--- src/rtl/twpm_ram_arbiter_if.sv ---
// Requester-side bus of the TPM buffer RAM arbiter: two req/ack ports.
// Signal names carry their direction as seen from the arbiter.
interface twpm_ram_arbiter_if #(
  parameter int ADDR_W = 9,
  parameter int DATA_W = 32
);
  localparam int BE_W = DATA_W / 8;

  logic              req0_i;
  logic              we0_i;
  logic [ADDR_W-1:0] addr0_i;
  logic [DATA_W-1:0] wdata0_i;
  logic [BE_W-1:0]   be0_i;
  logic              ack0_o;
  logic [DATA_W-1:0] rdata0_o;

  logic              req1_i;
  logic              we1_i;
  logic [ADDR_W-1:0] addr1_i;
  logic [DATA_W-1:0] wdata1_i;
  logic [BE_W-1:0]   be1_i;
  logic              ack1_o;
  logic [DATA_W-1:0] rdata1_o;

  modport master (
    output req0_i, we0_i, addr0_i, wdata0_i, be0_i,
    output req1_i, we1_i, addr1_i, wdata1_i, be1_i,
    input  ack0_o, rdata0_o, ack1_o, rdata1_o
  );

  modport slave (
    input  req0_i, we0_i, addr0_i, wdata0_i, be0_i,
    input  req1_i, we1_i, addr1_i, wdata1_i, be1_i,
    output ack0_o, rdata0_o, ack1_o, rdata1_o
  );
endinterface

--- src/rtl/twpm_ram_arbiter.sv ---
// Round-robin arbiter/sequencer sharing the 512x32 single-port TPM buffer RAM
// between the host-interface port (0) and the MCU port (1); IDLE->ISSUE->DONE.
module twpm_ram_arbiter #(
  parameter int ADDR_W = 9,
  parameter int DATA_W = 32
) (
  input  logic                  clk_i,
  input  logic                  rst_ni,
  twpm_ram_arbiter_if.slave     bus,
  output logic [ADDR_W-1:0]     ram_a_o,
  output logic [DATA_W-1:0]     ram_wd_o,
  output logic [DATA_W/8-1:0]   ram_wen_o,
  output logic                  ram_wclk_en_o,
  output logic                  ram_rclk_en_o,
  input  logic [DATA_W-1:0]     ram_rd_i
);
  localparam int BE_W = DATA_W / 8;

  typedef enum logic [1:0] {
    IDLE  = 2'd0,
    ISSUE = 2'd1,
    DONE  = 2'd2
  } state_e;

  state_e            state_q, state_d;
  logic              last_q, last_d;
  logic              cmd_we_q, cmd_we_d;
  logic [ADDR_W-1:0] cmd_addr_q, cmd_addr_d;
  logic [DATA_W-1:0] cmd_wdata_q, cmd_wdata_d;
  logic [BE_W-1:0]   cmd_be_q, cmd_be_d;
  logic              ack0_q, ack0_d;
  logic              ack1_q, ack1_d;
  logic              wclk_en_q, wclk_en_d;
  logic              rclk_en_q, rclk_en_d;
  logic [BE_W-1:0]   wen_q, wen_d;

  logic              win;
  logic              sel_we;
  logic [ADDR_W-1:0] sel_addr;
  logic [DATA_W-1:0] sel_wdata;
  logic [BE_W-1:0]   sel_be;

  always_ff @(posedge clk_i or negedge rst_ni) begin
    if (!rst_ni) begin
      state_q     <= IDLE;
      last_q      <= 1'b1;
      cmd_we_q    <= 1'b0;
      cmd_addr_q  <= '0;
      cmd_wdata_q <= '0;
      cmd_be_q    <= '0;
      ack0_q      <= 1'b0;
      ack1_q      <= 1'b0;
      wclk_en_q   <= 1'b0;
      rclk_en_q   <= 1'b0;
      wen_q       <= '0;
    end else begin
      state_q     <= state_d;
      last_q      <= last_d;
      cmd_we_q    <= cmd_we_d;
      cmd_addr_q  <= cmd_addr_d;
      cmd_wdata_q <= cmd_wdata_d;
      cmd_be_q    <= cmd_be_d;
      ack0_q      <= ack0_d;
      ack1_q      <= ack1_d;
      wclk_en_q   <= wclk_en_d;
      rclk_en_q   <= rclk_en_d;
      wen_q       <= wen_d;
    end
  end

  always_comb begin
    state_d     = state_q;
    last_d      = last_q;
    cmd_we_d    = cmd_we_q;
    cmd_addr_d  = cmd_addr_q;
    cmd_wdata_d = cmd_wdata_q;
    cmd_be_d    = cmd_be_q;
    ack0_d      = 1'b0;
    ack1_d      = 1'b0;
    wclk_en_d   = 1'b0;
    rclk_en_d   = 1'b0;
    wen_d       = '0;

    // On a tie the port not granted last wins; a lone request always wins.
    win = (bus.req0_i && bus.req1_i) ? ~last_q : ~bus.req0_i;

    sel_we    = win ? bus.we1_i    : bus.we0_i;
    sel_addr  = win ? bus.addr1_i  : bus.addr0_i;
    sel_wdata = win ? bus.wdata1_i : bus.wdata0_i;
    sel_be    = win ? bus.be1_i    : bus.be0_i;

    case (state_q)
      IDLE: begin
        if (bus.req0_i || bus.req1_i) begin
          state_d     = ISSUE;
          last_d      = win;
          cmd_we_d    = sel_we;
          cmd_addr_d  = sel_addr;
          cmd_wdata_d = sel_wdata;
          cmd_be_d    = sel_be;
          // RAM strobes are registered, so they are set up on the way into ISSUE.
          wclk_en_d   = sel_we;
          rclk_en_d   = ~sel_we;
          wen_d       = sel_we ? sel_be : '0;
        end
      end
      ISSUE: begin
        state_d = DONE;
        ack0_d  = ~last_q;
        ack1_d  = last_q;
      end
      DONE: begin
        // The served requester may still hold req here, so nothing is sampled.
        state_d = IDLE;
      end
      default: begin
        state_d = IDLE;
      end
    endcase
  end

  assign ram_a_o       = cmd_addr_q;
  assign ram_wd_o      = cmd_wdata_q;
  assign ram_wen_o     = wen_q;
  assign ram_wclk_en_o = wclk_en_q;
  assign ram_rclk_en_o = rclk_en_q;

  assign bus.ack0_o   = ack0_q;
  assign bus.ack1_o   = ack1_q;
  // RAM RD is only meaningful in DONE, which is exactly when an ack is high.
  assign bus.rdata0_o = (ack0_q && !cmd_we_q) ? ram_rd_i : '0;
  assign bus.rdata1_o = (ack1_q && !cmd_we_q) ? ram_rd_i : '0;

endmodule

--- src/flat_wrapper.sv ---
// flat-port wrapper written by rule: the top's interface ports become plain ports
module twpm_ram_arbiter_flat 
#(
  parameter int ADDR_W = 9,
  parameter int DATA_W = 32
)
  (clk_i, rst_ni, ram_a_o, ram_wd_o, ram_wen_o, ram_wclk_en_o, ram_rclk_en_o, ram_rd_i, bus_req0_i, bus_we0_i, bus_addr0_i, bus_wdata0_i, bus_be0_i, bus_req1_i, bus_we1_i, bus_addr1_i, bus_wdata1_i, bus_be1_i, bus_ack0_o, bus_rdata0_o, bus_ack1_o, bus_rdata1_o);
  twpm_ram_arbiter_if #(.ADDR_W(ADDR_W), .DATA_W(DATA_W)) bus_i ();
  input  logic clk_i;
  input  logic rst_ni;
  output logic [ADDR_W-1:0] ram_a_o;
  output logic [DATA_W-1:0] ram_wd_o;
  output logic [DATA_W/8-1:0] ram_wen_o;
  output logic ram_wclk_en_o;
  output logic ram_rclk_en_o;
  input  logic [DATA_W-1:0] ram_rd_i;
  input wire logic [$bits(bus_i.req0_i)-1:0] bus_req0_i;
  input wire logic [$bits(bus_i.we0_i)-1:0] bus_we0_i;
  input wire logic [$bits(bus_i.addr0_i)-1:0] bus_addr0_i;
  input wire logic [$bits(bus_i.wdata0_i)-1:0] bus_wdata0_i;
  input wire logic [$bits(bus_i.be0_i)-1:0] bus_be0_i;
  input wire logic [$bits(bus_i.req1_i)-1:0] bus_req1_i;
  input wire logic [$bits(bus_i.we1_i)-1:0] bus_we1_i;
  input wire logic [$bits(bus_i.addr1_i)-1:0] bus_addr1_i;
  input wire logic [$bits(bus_i.wdata1_i)-1:0] bus_wdata1_i;
  input wire logic [$bits(bus_i.be1_i)-1:0] bus_be1_i;
  output wire logic [$bits(bus_i.ack0_o)-1:0] bus_ack0_o;
  output wire logic [$bits(bus_i.rdata0_o)-1:0] bus_rdata0_o;
  output wire logic [$bits(bus_i.ack1_o)-1:0] bus_ack1_o;
  output wire logic [$bits(bus_i.rdata1_o)-1:0] bus_rdata1_o;
  assign bus_i.req0_i = bus_req0_i;
  assign bus_i.we0_i = bus_we0_i;
  assign bus_i.addr0_i = bus_addr0_i;
  assign bus_i.wdata0_i = bus_wdata0_i;
  assign bus_i.be0_i = bus_be0_i;
  assign bus_i.req1_i = bus_req1_i;
  assign bus_i.we1_i = bus_we1_i;
  assign bus_i.addr1_i = bus_addr1_i;
  assign bus_i.wdata1_i = bus_wdata1_i;
  assign bus_i.be1_i = bus_be1_i;
  assign bus_ack0_o = bus_i.ack0_o;
  assign bus_rdata0_o = bus_i.rdata0_o;
  assign bus_ack1_o = bus_i.ack1_o;
  assign bus_rdata1_o = bus_i.rdata1_o;
  twpm_ram_arbiter #(.ADDR_W(ADDR_W), .DATA_W(DATA_W)) u_core (.clk_i(clk_i), .rst_ni(rst_ni), .bus(bus_i), .ram_a_o(ram_a_o), .ram_wd_o(ram_wd_o), .ram_wen_o(ram_wen_o), .ram_wclk_en_o(ram_wclk_en_o), .ram_rclk_en_o(ram_rclk_en_o), .ram_rd_i(ram_rd_i));
endmodule
--- config.mk ---
export PLATFORM = sky130hd
export DESIGN_NAME = twpm_ram_arbiter_flat
export DESIGN_NICKNAME = d
export VERILOG_FILES = /design/src/rtl/twpm_ram_arbiter_if.sv /design/src/rtl/twpm_ram_arbiter.sv /design/src/flat_wrapper.sv
export SDC_FILE = /design/constraint.sdc
export NUM_CORES = 1
export LEC_CHECK = 0
export ABC_AREA = 1
export CAP_MARGIN = 15
export CORE_UTILIZATION = 31
export CTS_CLUSTER_SIZE = 24
export DETAILED_ROUTE_END_ITERATION = 16
export GPL_TIMING_DRIVEN = 0
export PLACE_DENSITY_LB_ADDON = 0.15
export SETUP_SLACK_MARGIN = 0.4
export SLEW_MARGIN = 5
export SYNTH_ARGS = -nofsm -noshare
export SYNTH_HDL_FRONTEND = slang
export SYNTH_SLANG_ARGS = --single-unit
--- constraint.sdc ---
create_clock -name clk_i -period 1.25 [get_ports clk_i]
set_input_delay 0.375 -clock clk_i [delete_from_list [all_inputs] [get_ports clk_i]]
set_output_delay 0.375 -clock clk_i [all_outputs]
set_load 0.02 [all_outputs]
### Signal wires by layer, run 1

Scale bar: 20 um.
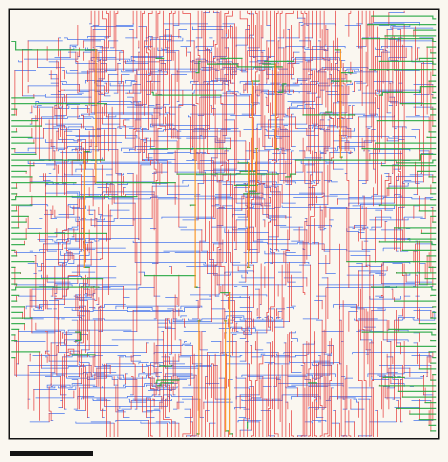
[red] met2 | wire length: 8130 um
[blue] met1 | wire length: 5270 um
[green] met3 | wire length: 1020 um
[orange] met4 | wire length: 284 um

### Cells by drive strength, run 1

Scale bar: 20 um.
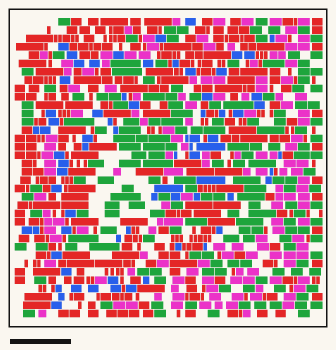
[red] drive 1 or less | cells: 394 | share: 50%
[green] drive 6 and up | cells: 172 | share: 22%
[blue] drive 2 | cells: 72 | share: 9.2%
[magenta] drive 3 to 4 | cells: 144 | share: 18%

### Met4 routing, run 1

Supply wires on this layer in grey.
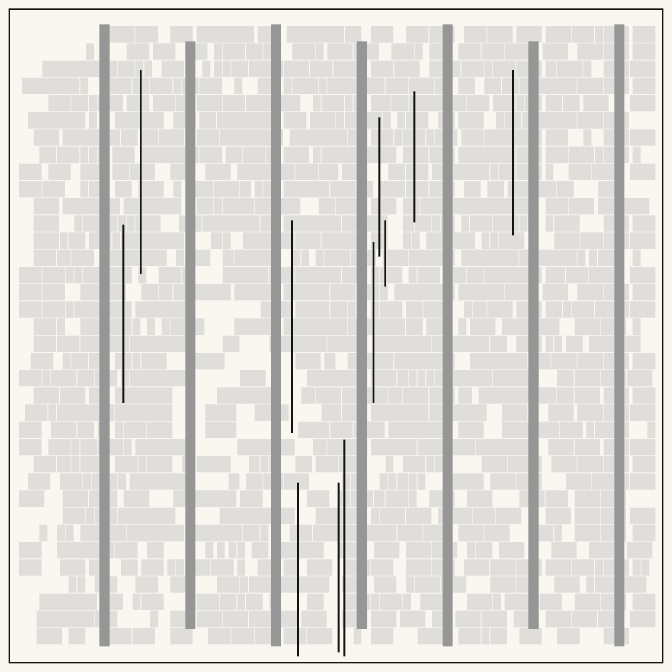
share of all routed wire: 1.9%
nets with wire on the layer: 11
longest straight run: 34.0 um
routed wire length: 14700 um
via count: 4323

==> flow_summary.toml, run 1 <==
# generated from flow reports
[final_timing]
period_used_pct = 137
finalMaxSlewViolations = 0
finalSetupViolCount = 120
worstMarginPinSlew_ps = 653
setup_slack_ps = -457

[critical_path]
path_buffers = 3
slowest_stage = "dfrtp_1"
worstSetupStartpointType = "flip-flop"
cpPeakStageDelay_ps = 410
r2r_slack_ps = -210
cp-startpoint = "u_core.cmd_we_q"
cp_top_family = "buffers and inverters"

[status]
violations = "negative setup slack"
status = "finished, violations left"

[power_and_ir_drop]
seq_cell_power_w = 0.00319
power_frac_seq_pct = 21.6
power_leader = "combinational logic"
p_comb_share_pct = 71.2
pg_comb_w = 0.0105

[placement]
post-place-cells = 844

[yosys]
numSynthFlops = 53
synth.area.top_cells = "dfrtp_1 41%, nand2_1 16%, inv_1 9.7%, nand3b_1 9.7%, nor2_1 8.2%"
syn_avg_cell_area_um2 = 6.75
aoi_share_pct = 0.316

[global_routing]
grt_overflow_total = 0
busiest_layer = "met2"
grt_use_total_pct = 25.0
antenna_found_initial = 0

[final_layout]
layout_top_cell = "buf_6"
buffers = 333
area_growth_pct = 155
logic_area_um2 = 2440
drive_above_1_share_pct = 49.6
buffer_area_share_pct = 46.2
lay_top_cells = "129 x buf_6, 122 x clkdlybuf4s50_1, 90 x nand2_1"
fin_util_pct = 82.1
final-clk-cell-share_pct = 1.19

[die]
die_w_um = 103

[clocking]
insertion_delay_ps = 320
htreeDepth = 2
cts_resized = 775
cts_buffer_depth = 2

[worst_hold_path]
hold_path.class = "in -> async"

[drt]
firstDrtPassIters = 4
dr_wl_met3_um = 1020
drc = 0
### M3 wires, run 1

Scale bar: 20 um.
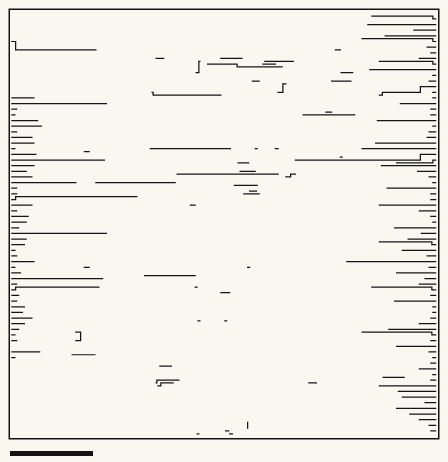

## Run 2: what changed since run 1
- SKIP_LAST_GASP: not set -> 1
### M3 wires, run 2

Scale bar: 20 um.
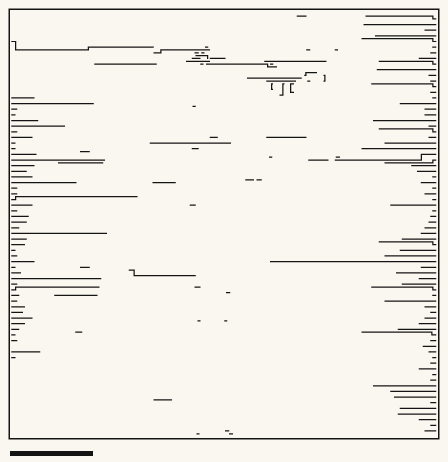
wire length on this layer: 1040 um
longest straight run: 39.8 um
via count: 4285
routed wire length: 14500 um
M3 GR Usage: 5.08%

### Met4 routing, run 2

Supply wires on this layer in grey.
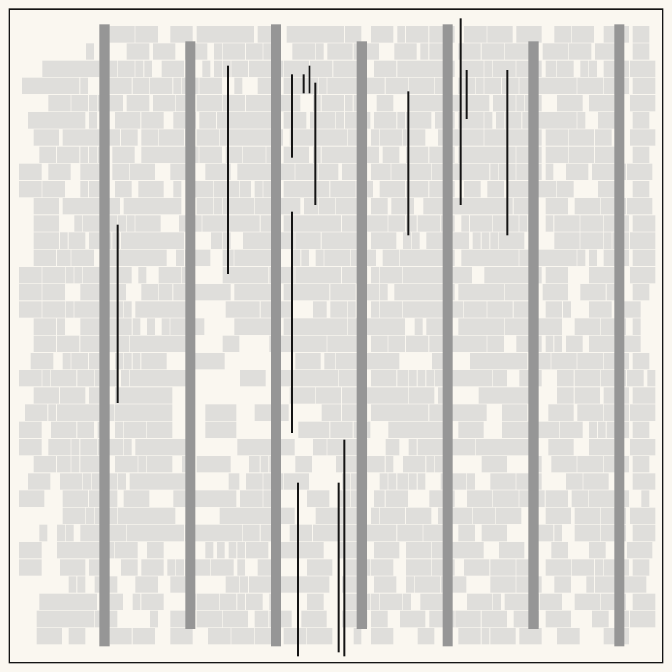
nets with wire on the layer: 14
share of all routed wire: 2.1%
main direction: vertical

==> flow_summary.toml, run 2 <==
# generated from flow reports
[die]
die_w_um = 103

[power_and_ir_drop]
power_leader = "combinational logic"
seq_cell_power_w = 0.00319
power_frac_seq_pct = 21.8

[final_layout]
drive_above_1_share_pct = 49.3
logic_area_um2 = 2430
layout_top_cell = "clkdlybuf4s50_1"
lay_top_cells = "124 x clkdlybuf4s50_1, 107 x buf_6, 90 x nand2_1"
buffer_area_share_pct = 45.6
final-clk-cell-share_pct = 1.20

[yosys]
synth.area.top_cells = "dfrtp_1 41%, nand2_1 16%, inv_1 9.7%, nand3b_1 9.7%, nor2_1 8.2%"
numSynthFlops = 53

[critical_path]
worstSetupStartpointType = "flip-flop"
slowest_stage = "dfrtp_1"
cp-startpoint = "u_core.cmd_we_q"
cp_top_family = "buffers and inverters"
path_buffers = 3

[drt]
dr_wl_met3_um = 1040
drc = 0

[final_timing]
worstMarginPinSlew_ps = 668
finalMaxSlewViolations = 0
setup_slack_ps = -460
finalSetupViolCount = 120

[clocking]
cts_buffer_depth = 2
cts_resized = 698
htreeDepth = 2

[status]
violations = "negative setup slack"
status = "finished, violations left"

[global_routing]
busiest_layer = "met2"
grt_use_total_pct = 24.7
grt_overflow_total = 0
### Cells by drive strength, run 2

Scale bar: 20 um.
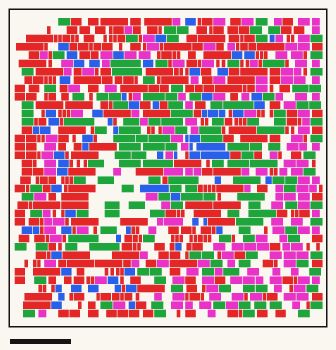
[green] drive 6 and up | cells: 150 | share: 19%
[magenta] drive 3 to 4 | cells: 164 | share: 21%
[blue] drive 2 | cells: 71 | share: 9.1%
[red] drive 1 or less | cells: 396 | share: 51%
Area Growth Syn to Fin: 153%
design area: 8010 um^2
Non-clk bufs: 332
final worst setup slack: -460 ps

